## config.mk

```make
export PLATFORM = sky130hd
export DESIGN_NAME = mem_port_arbiter
export DESIGN_NICKNAME = d
export VERILOG_FILES = /design/src/rtl/mem_port_arbiter.sv
export SDC_FILE = /design/constraint.sdc
export NUM_CORES = 1
export LEC_CHECK = 0
export CAP_MARGIN = 20
export CORE_MARGIN = 2
export CORE_UTILIZATION = 32
export CTS_CLUSTER_SIZE = 40
export DETAILED_ROUTE_END_ITERATION = 12
export HOLD_SLACK_MARGIN = 0.05
export MAX_ROUTING_LAYER = met4
export PLACE_DENSITY = 0.78
export RECOVER_POWER = 50
export SYNTH_ARGS = -nofsm -noshare
export SYNTH_HDL_FRONTEND = slang
export SYNTH_SLANG_ARGS = --single-unit
```

## constraint.sdc

```tcl
create_clock -name clk -period 1.7 [get_ports clk]
set_input_delay 0.34 -clock clk [delete_from_list [all_inputs] [get_ports clk]]
set_output_delay 0.34 -clock clk [all_outputs]
set_load 0.03 [all_outputs]
```

## src/rtl/mem_port_arbiter.sv

```systemverilog
// mem_port_arbiter: shares the single memory bus port between instruction
// fetch (IF) and load/store (LS), one transaction outstanding at a time.
// The winner's payload is registered onto the bus. The response, or a
// timeout error, is routed back to the owner. busy/stall outputs let the
// PC register hold while an access is in flight.
module mem_port_arbiter #(
    parameter int unsigned XLEN    = 32,
    parameter int unsigned TIMEOUT = 255
) (
    input  logic            clk,
    input  logic            reset,         // asynchronous, active-low
    // instruction fetch path
    input  logic            if_req_i,
    input  logic [XLEN-1:0] if_addr_i,
    output logic            if_gnt_o,
    output logic            if_rvalid_o,
    output logic [XLEN-1:0] if_rdata_o,
    output logic            if_err_o,
    // load/store path
    input  logic            ls_req_i,
    input  logic            ls_we_i,
    input  logic [XLEN-1:0] ls_addr_i,
    input  logic [XLEN-1:0] ls_wdata_i,
    input  logic [3:0]      ls_wstrb_i,
    output logic            ls_gnt_o,
    output logic            ls_rvalid_o,
    output logic [XLEN-1:0] ls_rdata_o,
    output logic            ls_err_o,
    // memory bus
    output logic            bus_req_o,
    output logic            bus_we_o,
    output logic [XLEN-1:0] bus_addr_o,
    output logic [XLEN-1:0] bus_wdata_o,
    output logic [3:0]      bus_wstrb_o,
    input  logic            bus_gnt_i,
    input  logic            bus_rvalid_i,
    input  logic [XLEN-1:0] bus_rdata_i,
    input  logic            bus_err_i,
    // core status
    output logic            busy_o,
    output logic            stall_o
);

    typedef enum logic [1:0] {
        IDLE = 2'd0,
        REQ  = 2'd1,
        RESP = 2'd2
    } state_t;

    // Counter value on the cycle that must produce the timeout response.
    // The counter loads 0 on the grant cycle, so grant+TIMEOUT sees TIMEOUT-1.
    localparam logic [7:0] CNT_LAST = 8'(TIMEOUT - 1);

    state_t      state;
    logic        owner;     // 0 = IF, 1 = LS
    logic        last_ls;
    logic [7:0]  cnt;

    logic            any_req;
    logic            win_ls;
    logic            grant;
    logic            resp_fire;
    logic            capture;
    logic [XLEN-1:0] rsp_data;
    logic            rsp_err;

    // Arbitration, response detection and capture decision
    always_comb begin
        any_req   = if_req_i | ls_req_i;
        win_ls    = ls_req_i & (~if_req_i | ~last_ls);
        grant     = (state == REQ) & bus_gnt_i;
        // a real response in the timeout cycle wins over the timeout error
        resp_fire = (state == RESP) & (bus_rvalid_i | (cnt == CNT_LAST));
        rsp_data  = bus_rvalid_i ? bus_rdata_i : '0;
        rsp_err   = bus_rvalid_i ? bus_err_i : 1'b1;
        capture   = any_req & ((state == IDLE) | resp_fire);
    end

    // State, ownership, timeout counter and registered bus payload
    always_ff @(posedge clk or negedge reset) begin
        if (!reset) begin
            state       <= IDLE;
            owner       <= 1'b0;
            last_ls     <= 1'b0;
            cnt         <= '0;
            bus_we_o    <= 1'b0;
            bus_addr_o  <= '0;
            bus_wdata_o <= '0;
            bus_wstrb_o <= '0;
        end else begin
            case (state)
                IDLE: begin
                    if (any_req) state <= REQ;
                end
                REQ: begin
                    if (bus_gnt_i) begin
                        state   <= RESP;
                        last_ls <= owner;
                        cnt     <= '0;
                    end
                end
                RESP: begin
                    cnt <= cnt + 8'd1;
                    if (resp_fire) state <= any_req ? REQ : IDLE;
                end
                default: state <= IDLE;
            endcase
            if (capture) begin
                owner       <= win_ls;
                bus_we_o    <= win_ls & ls_we_i;
                bus_addr_o  <= win_ls ? ls_addr_i : if_addr_i;
                bus_wdata_o <= win_ls ? ls_wdata_i : '0;
                bus_wstrb_o <= win_ls ? ls_wstrb_i : '0;
            end
        end
    end

    // Handshake and response routing to the owner only
    assign bus_req_o   = (state == REQ);
    assign busy_o      = (state != IDLE);
    assign if_gnt_o    = grant & ~owner;
    assign ls_gnt_o    = grant & owner;
    assign if_rvalid_o = resp_fire & ~owner;
    assign ls_rvalid_o = resp_fire & owner;
    assign if_rdata_o  = if_rvalid_o ? rsp_data : '0;
    assign ls_rdata_o  = ls_rvalid_o ? rsp_data : '0;
    assign if_err_o    = if_rvalid_o & rsp_err;
    assign ls_err_o    = ls_rvalid_o & rsp_err;
    // gated by reset so every output reads 0 while reset is held
    assign stall_o     = reset & if_req_i & ~if_rvalid_o;

endmodule
```

**Run 1: clock routing**

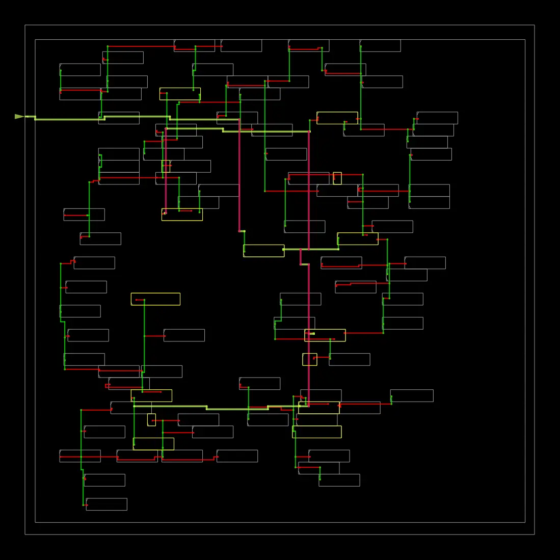
Seq cells: 81
Power Clock: 2.04 mW
Final Skew: 0.00923 ns
total CTS buffers: 9
Insertion Delay late pin: 0.34 ns

**Run 1: cell classes on the final placement**

The bar under the picture is 20 um long.
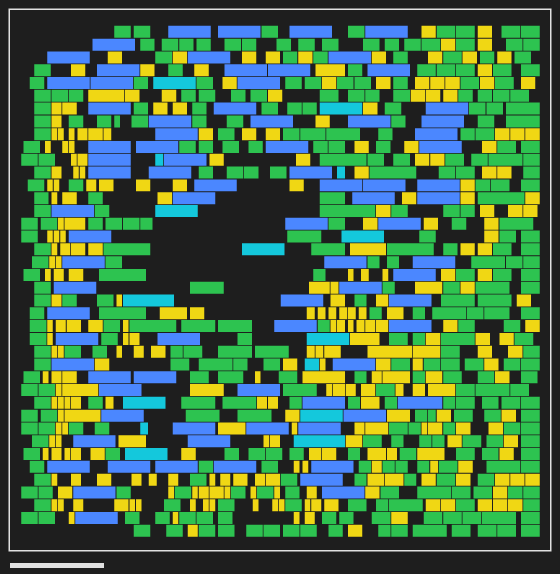
colour	class	cells	share of their area
cyan	clock drivers and dummy loads	15	3.6%
yellow	all other logic	294	26%
green	other buffers and delay cells	359	47%
blue	flip-flops	81	24%

==> deck_impl_summary.md, run 1 <==
Synthesis and Place & Route Summary

Drt
  • Vias after detailed routing: 4613
  • Wire per inst: 20.6 um
  • DRT met1 WL: 6600 um

Status
  • Failing checks: negative setup slack
  • Outcome: finished, violations left

Setup path
  • CP endpoint kind: output pin
  • Startpoint Class: flop
  • Reg2reg path depth: 11
  • Worst Path Required: 1.36 ns

Synth
  • Syn_nets: 552
  • Register area share after synthesis: 51.6%
  • Cell area leaders: dfrtp_1 (52%), and2_1 (11%), a22o_1 (8.2%)
  • Cell Type Count: 34
  • Syn Area/Cell: 9.58 sq um
  • Async SR Flop Fraction: 100%
  • Adder-Cell Fraction of Synth Area: 0.637%
  • YS warnings: 0

Global routing
  • Antenna violations before repair: 0
  • Global-route usage over all layers: 27.9%

Finish
  • FILL cells: 825
  • Comb/total area: 25.5%
  • Nets: 887

Placed design
  • # port buffers: 281

Hold path
  • Hold Path Class: reg -> reg
  • Hold Startpoint: last_ls

Floorplanning
  • Core ar.: 0.0120 sq mm
  • Tap Count: 147

STA
  • Final setup viols: 143
  • Final setup margin: -0.332 ns
  • Final worst-path cycle share: 120%
**Run 1: cells by drive strength**

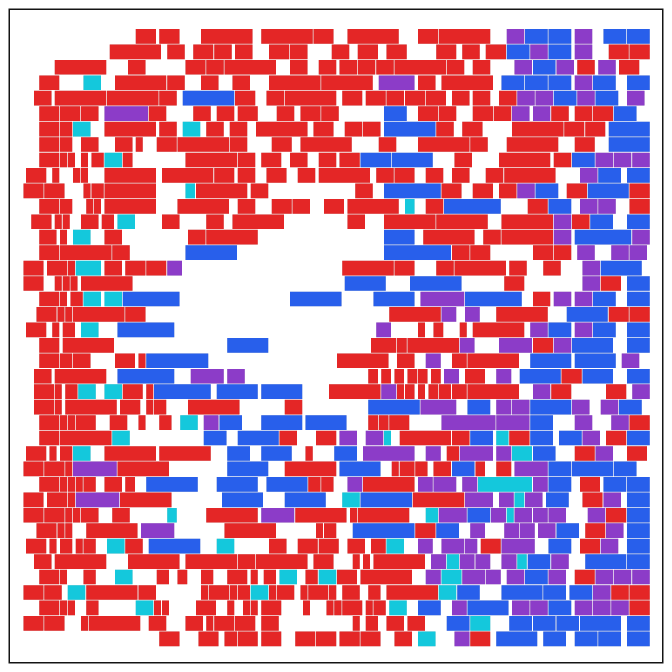
colour	size	cells	share	most used
cyan	drive 2	42	5.6%	a21oi_2
blue	drive 6 and up	130	17%	buf_6
red	drive 1 or less	456	61%	clkdlybuf4s50_1
purple	drive 3 to 4	121	16%	and2_4
Finished Cell Area: 0.00876 sq mm
nonclk buf count: 359
final setup margin: -0.332 ns
Area Growth Syn to Fin: 123%

run 1: per-layer routing:
layer,track usage (%),vias to the layer above
li1,-,2115
met4,11.6,0
met1,29.0,2233
met2,50.8,220
met3,6.27,45
met5,-,-
run 1: through the flow:
| step | power, mW | util, % | TNS, ns | hold WS, ns |
|---|---|---|---|---|
| floorplan | 6.94 | - | -0.166 | 0.0444 |
| global placement | 9.85 | 60.7 | -47.08 | 0.465 |
| finish | 14.2 | 73.0 | -30.90 | 0.490 |
| detailed placement | 10.0 | 60.7 | -53.23 | 0.465 |
| global route | 14.8 | 73.0 | -40.68 | 0.516 |
| CTS | 14.2 | 73.1 | -39.14 | 0.112 |
run 1: cell usage in the layout, fill, tap and decap left out, types with 4 or more instances in the layout:
cell and count:
a21oi_1 7, a21oi_2 26, a21oi_4 4, a22o_1 36, a31oi_1 28, and2_4 66, buf_12 30, buf_16 8
buf_4 31, buf_6 75, buf_8 4, clkbuf_16 9, clkdlybuf4s50_1 137, clkinv_2 4, dfrtp_1 80, dlygate4sd2_1 70
nand2_1 70, nand3_1 5, nor3_4 4
run 1: power breakdown:
group / total, mW / switching [mW] / internal, mW
registers: 3.31 / 0.560 / 2.75
logic: 8.81 / 4.60 / 4.21
clock network: 2.04 / 0.772 / 1.27
total: 14.2 / 5.93 / 8.23
run 1: registers in the layout, summed over array words and instances (netlist names):
| signal | cells |
|---|---|
| bus_addr_o | 32 |
| bus_wdata_o | 32 |
| cnt | 8 |
| bus_wstrb_o | 4 |
| state | 2 |
| bus_we_o | 1 |
| last_ls | 1 |
| owner | 1 |
run 1: critical path: stages (launching register included):
cell and delay (ns):
dfrtp_1 0.39, inv_2 0.07, ha_4 0.15, nand3_4 0.09, buf_6 0.14, nor3_4 0.14
a21oi_4 0.07, nor3_4 0.16, buf_6 0.15
==> inputs of run 2 (changes only) <==
GPL_ROUTABILITY_DRIVEN = 0   (was unset)
PLACE_DENSITY = 0.84   (was 0.78)
**Run 2: cells by drive strength**

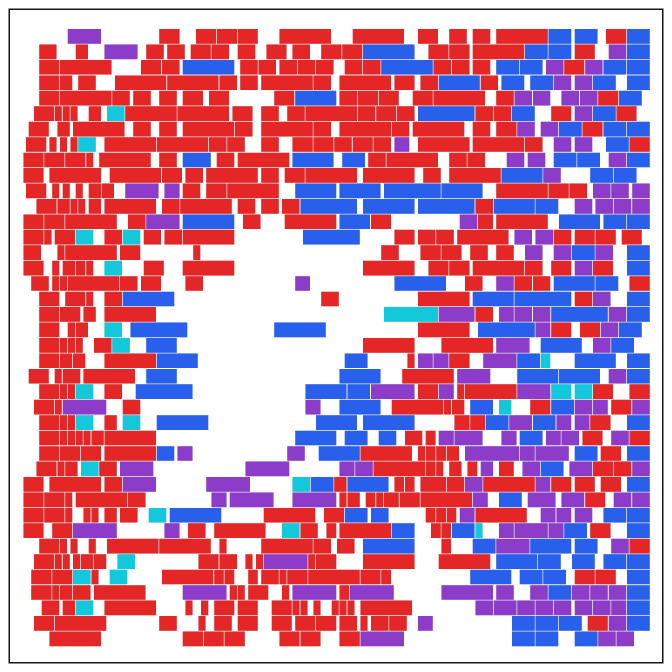
colour	size	cells	share	most used
red	drive 1 or less	455	61%	clkdlybuf4s50_1
purple	drive 3 to 4	131	18%	and2_4
blue	drive 6 and up	137	18%	buf_6
cyan	drive 2	24	3.2%	a21oi_2

==> run 2 against run 1 <==
Compared with the run above: the run still ends with negative setup slack left; area after synthesis unchanged; wire length up 4.1%; clock skew up 0.0026 ns; largest power group unchanged.
==> deck_impl_summary.md, run 2 <==
Synthesis and Place & Route Summary

Status
  • Outcome: finished, violations left
  • Failing checks: negative setup slack

Drt
  • Wire per inst: 21.5 um
  • Vias after detailed routing: 4679

Synth
  • Syn Area/Cell: 9.58 sq um
  • YS warnings: 0
  • Cell Type Count: 34
  • Adder-Cell Fraction of Synth Area: 0.637%
  • Cell area leaders: dfrtp_1 (52%), and2_1 (11%), a22o_1 (8.2%)
  • Async SR Flop Fraction: 100%
  • Register area share after synthesis: 51.6%
  • Synth area leader: dfrtp_1
  • Syn_nets: 552

Floorplanning
  • Core ar.: 0.0120 sq mm
  • Initial Util: 32.7%
  • Die height: 115 um

Pwr
  • P_int: 8.00 mW
  • Comb pwr: 9.04 mW
  • Sequential power: 3.32 mW
  • Total net switching power: 6.23 mW
  • Pwr top: combinational logic
  • Power Clock: 1.87 mW
  • Clock network power share: 13.1%

Placed design
  • # port buffers: 281

Clocking
  • Insertion Delay late pin: 0.34 ns
  • Total CTS buffers: 9

STA
  • Final worst-path cycle share: 121%
  • Final Skew: 0.0119 ns
  • Final setup margin: -0.359 ns
  • Final setup viols: 143

Setup path
  • Critical-path cell list: inv_2 -> ha_4 -> nand3_4 -> nor2_4 -> nor2_2 -> buf_6 -> nor3_4 -> buf_6
  • Worst Path Required: 1.36 ns
  • Reg2reg path depth: 11
  • CP dominant cell by count: buf_6
  • Slowest stage cell, crit path: dfrtp_1
  • CP endpoint kind: output pin
  • Startpoint Class: flop

Finish
  • Dominant logic cell types in the final layout: clkdlybuf4s50_1 (137), buf_6 (81), dfrtp_1 (80), nand2_1 (70), dlygate4sd2_1 (70)
  • Commonest Layout Cell: clkdlybuf4s50_1
  • Biggest regs: bus_addr_o (32), bus_wdata_o (32), cnt (8)
  • Nets: 884
  • Area Growth Syn to Fin: 126%

Global routing
  • Global-route usage over all layers: 28.7%
  • Largest net degree at the start of global routing: 82
  • Antenna violations before repair: 0
run 2: cell counts after synthesis:
Identical to the previous run, type by type.
run 2: logic make-up (layout without fill, tap and decap cells):
| family | after synthesis | count (layout) |
|---|---|---|
| simple gates | 167 | 167 |
| mux | 2 | 2 |
| buf+inv | 39 | 376 |
| xor+xnor | 2 | 2 |
| flops | 81 | 81 |
| compound gates | 117 | 117 |
| fa+ha+maj | 2 | 2 |
run 2: layer usage:
| layer | GRT usage (%) | part of all wire (%) |
|---|---|---|
| met4 | 16.1 | 4.5 |
| met3 | 5.22 | 6.6 |
| met5 | - | 0 |
| met2 | 53.1 | 54 |
| met1 | 28.2 | 35 |
run 2: metrics by stage:
step	cell area (sq um)	total power, mW	hold WS, ns	util (%)	setup TNS, ns
floorplan	4140	6.94	0.0444	-	-0.166
global placement	7160	9.68	0.453	59.6	-54.24
detailed placement	7160	9.87	0.454	59.6	-58.05
CTS	8790	14.0	0.0860	73.2	-44.73
global route	8880	14.8	0.512	73.9	-44.58
finish	8880	14.2	0.495	73.9	-35.73
run 2: critical path, delay by kind of cell, from the launching register on:
| kind | cells | cell delay [ns] |
|---|---|---|
| and+or+nand+nor | 4 | 0.46 |
| adders and majority gates | 1 | 0.16 |
| DFF | 1 | 0.39 |
| buffers and inverters | 3 | 0.36 |
run 2: area by class of cell:
class	count	area (sq um)
multi-input combinational	290	2360
clock inverter	6	48.8
clock buffer	10	239
timing repair buffer	356	3990
fill	753	3130
inverter	4	26.3
tap	147	184
sequential	81	2030
run 2: repair_timing:
| action | 4_1_cts | 5_1_grt |
|---|---|---|
| setup buffers | 33 | 9 |
| pin swaps | 61 | 42 |
| setup endpoints to repair | 211 | 144 |
| gates resized | 210 | 64 |
| gates cloned | 22 | 3 |
==> inputs of run 3 (changes only) <==
GPL_TIMING_DRIVEN = 0   (was unset)
SKIP_LAST_GASP = 1   (was unset)
**Run 3: cells by drive strength**

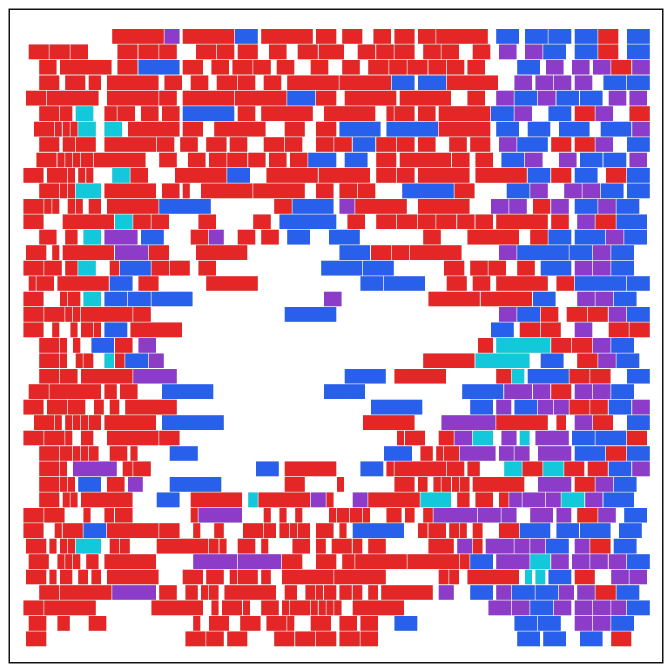
colour	size	cells	share	most used
red	drive 1 or less	482	64%	clkdlybuf4s50_1
cyan	drive 2	24	3.2%	a21oi_2
blue	drive 6 and up	137	18%	buf_6
purple	drive 3 to 4	113	15%	and2_4
Area Growth Syn to Fin: 117%
final setup margin: -0.435 ns
Finished Cell Area: 0.00851 sq mm

==> run 3 against run 2 <==
Compared with the run above: the run ends with negative hold slack, negative setup slack left; sequential share of layout area grew 1.0 points; sequential power shrank 2%; die area is the same; first-iteration DRC count shrank 26%; worst hold slack lost 0.52 ns; total power shrank 6.4%; combinational power shrank 11%; non-clock buffer count grew 10.
==> deck_impl_summary.md, run 3 <==
Synthesis and Place & Route Summary

STA
  • Final hold vios: 13
  • Final setup viols: 142
  • Final worst-path cycle share: 126%
  • Final Skew: 0.00693 ns
  • Final setup margin: -0.435 ns
  • Hold WS: -0.0200 ns

Finish
  • FILL cells: 829
  • Biggest regs: bus_addr_o (32), bus_wdata_o (32), cnt (8)
  • Commonest Layout Cell: clkdlybuf4s50_1
  • Dominant logic cell types in the final layout: clkdlybuf4s50_1 (137), buf_6 (94), dfrtp_1 (79), nand2_1 (70), dlygate4sd2_1 (69)
  • Nets: 894
  • Comb. cell area: 0.00218 sq mm

Setup path
  • Slowest stage cell, crit path: dfrtp_1
  • Maximum cell stage delay along the critical path: 0.39 ns
  • Startpoint Class: flop
  • CP Buf/Inv Count: 2
  • Reg2reg path depth: 12
  • Family with the most delay on the worst path: flip-flops
  • Worst Path Required: 1.36 ns
  • CP endpoint kind: output pin

Synth
  • Cell area leaders: dfrtp_1 (52%), and2_1 (11%), a22o_1 (8.2%)
  • YS warnings: 0
  • Syn_nets: 552
  • Async SR Flop Fraction: 100%
  • Cell Type Count: 34
  • Register area share after synthesis: 51.6%
  • Syn Area/Cell: 9.58 sq um
  • Synth area leader: dfrtp_1

Pwr
  • Sequential share of power: 24.4%
  • Sequential power: 3.25 mW
  • P_int: 7.70 mW
  • Post-layout total power: 13.3 mW
  • Comb pwr: 8.09 mW
  • Total net switching power: 5.62 mW
  • Gate power share: 60.8%
  • Pwr top: combinational logic

Placed design
  • # port buffers: 281

Status
  • Failing checks: negative hold slack, negative setup slack
  • Outcome: finished, violations left

Global routing
  • Global-route usage over all layers: 25.3%
  • Antenna violations before repair: 0
  • Largest net degree at the start of global routing: 43

Floorplanning
  • Core ar.: 0.0120 sq mm
  • Die height: 115 um
  • Initial Util: 32.7%

Clocking
  • Insertion Delay late pin: 0.34 ns

Drt
  • Vias after detailed routing: 4560
## run 3: cells by family after synthesis
group,share of synthesized area [%]
adders and majority gates,0.637
AOI/OAI and AO/OA,20.4
DFF,51.6
muxes,0.510
buffers and inverters,4.84
and+or+nand+nor,21.5
xor gates and xnor gates,0.446
## run 3: final cells by class
class                           count  area share, %
Buffer                             30           3.70
Clock buffer                       13           3.06
Tap cell                          147           2.16
Inverter                            4          0.220
Multi-Input combinational cell    290           25.6
Sequential cell                    81           23.8
Timing Repair Buffer              336           40.9
Clock inverter                      2          0.441
## run 3: stage by stage
step	cells	utilization, %
floorplan	410	-
global placement	838	59.4
detailed placement	839	59.6
CTS	896	68.5
global route	903	70.9
finish	903	70.9
## run 3: layer usage
layer / GRT usage (%) / wire [um] / up-vias / part of all wire, %
met5: - / 0 / - / 0
met2: 44.6 / 8890 / 207 / 53
li1: - / - / 2119 / -
met1: 26.6 / 6100 / 2186 / 36
met3: 6.69 / 1250 / 48 / 7.4
met4: 11.2 / 647 / 0 / 3.8
## run 3: how the worst max path moves through the flow
stage / endpoint / startpoint / slack [ns] / depth (start not counted)
2_1_floorplan: if_err_o / state[0] / -0.06 / 4
3_3_place_gp: stall_o / reset / -3.27 / 3
3_5_place_dp: ls_rdata_o[29] / bus_rvalid_i / -1.27 / 6
4_1_cts: stall_o / cnt[0] / -0.39 / 7
5_1_grt: stall_o / cnt[0] / -0.51 / 7
6_report: stall_o / cnt[0] / -0.44 / 7
## run 3: repair_timing
| action | 4_1_cts | 5_1_grt |
|---|---|---|
| gates resized | 663 | 61 |
| endpoints found under the setup margin | 212 | 145 |
| pin swaps | 75 | 16 |
| hold endpoints to repair | 40 | 40 |
| cloned | 16 | 0 |
| buffers inserted | 28 | 12 |

==> notes/layouts.md <==
Pictures saved along the way, in no particular order.

Clock network drawn from the DEF.
shot_01.png
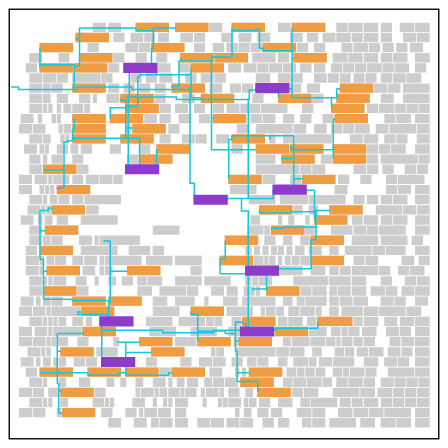
shot_02.png
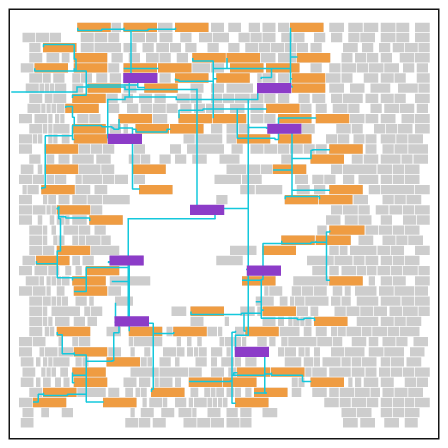
run 1 -> shot_01.png
run 3 -> shot_02.png

Key to shot_02.png:
[orange] flip-flops | count: 81
[purple] cells driving clock nets | count: 9
[cyan] clock wires | length: 1080 um
routed clock nets	10

Power figures rest on the tool's default switching activity, not on a simulated workload.
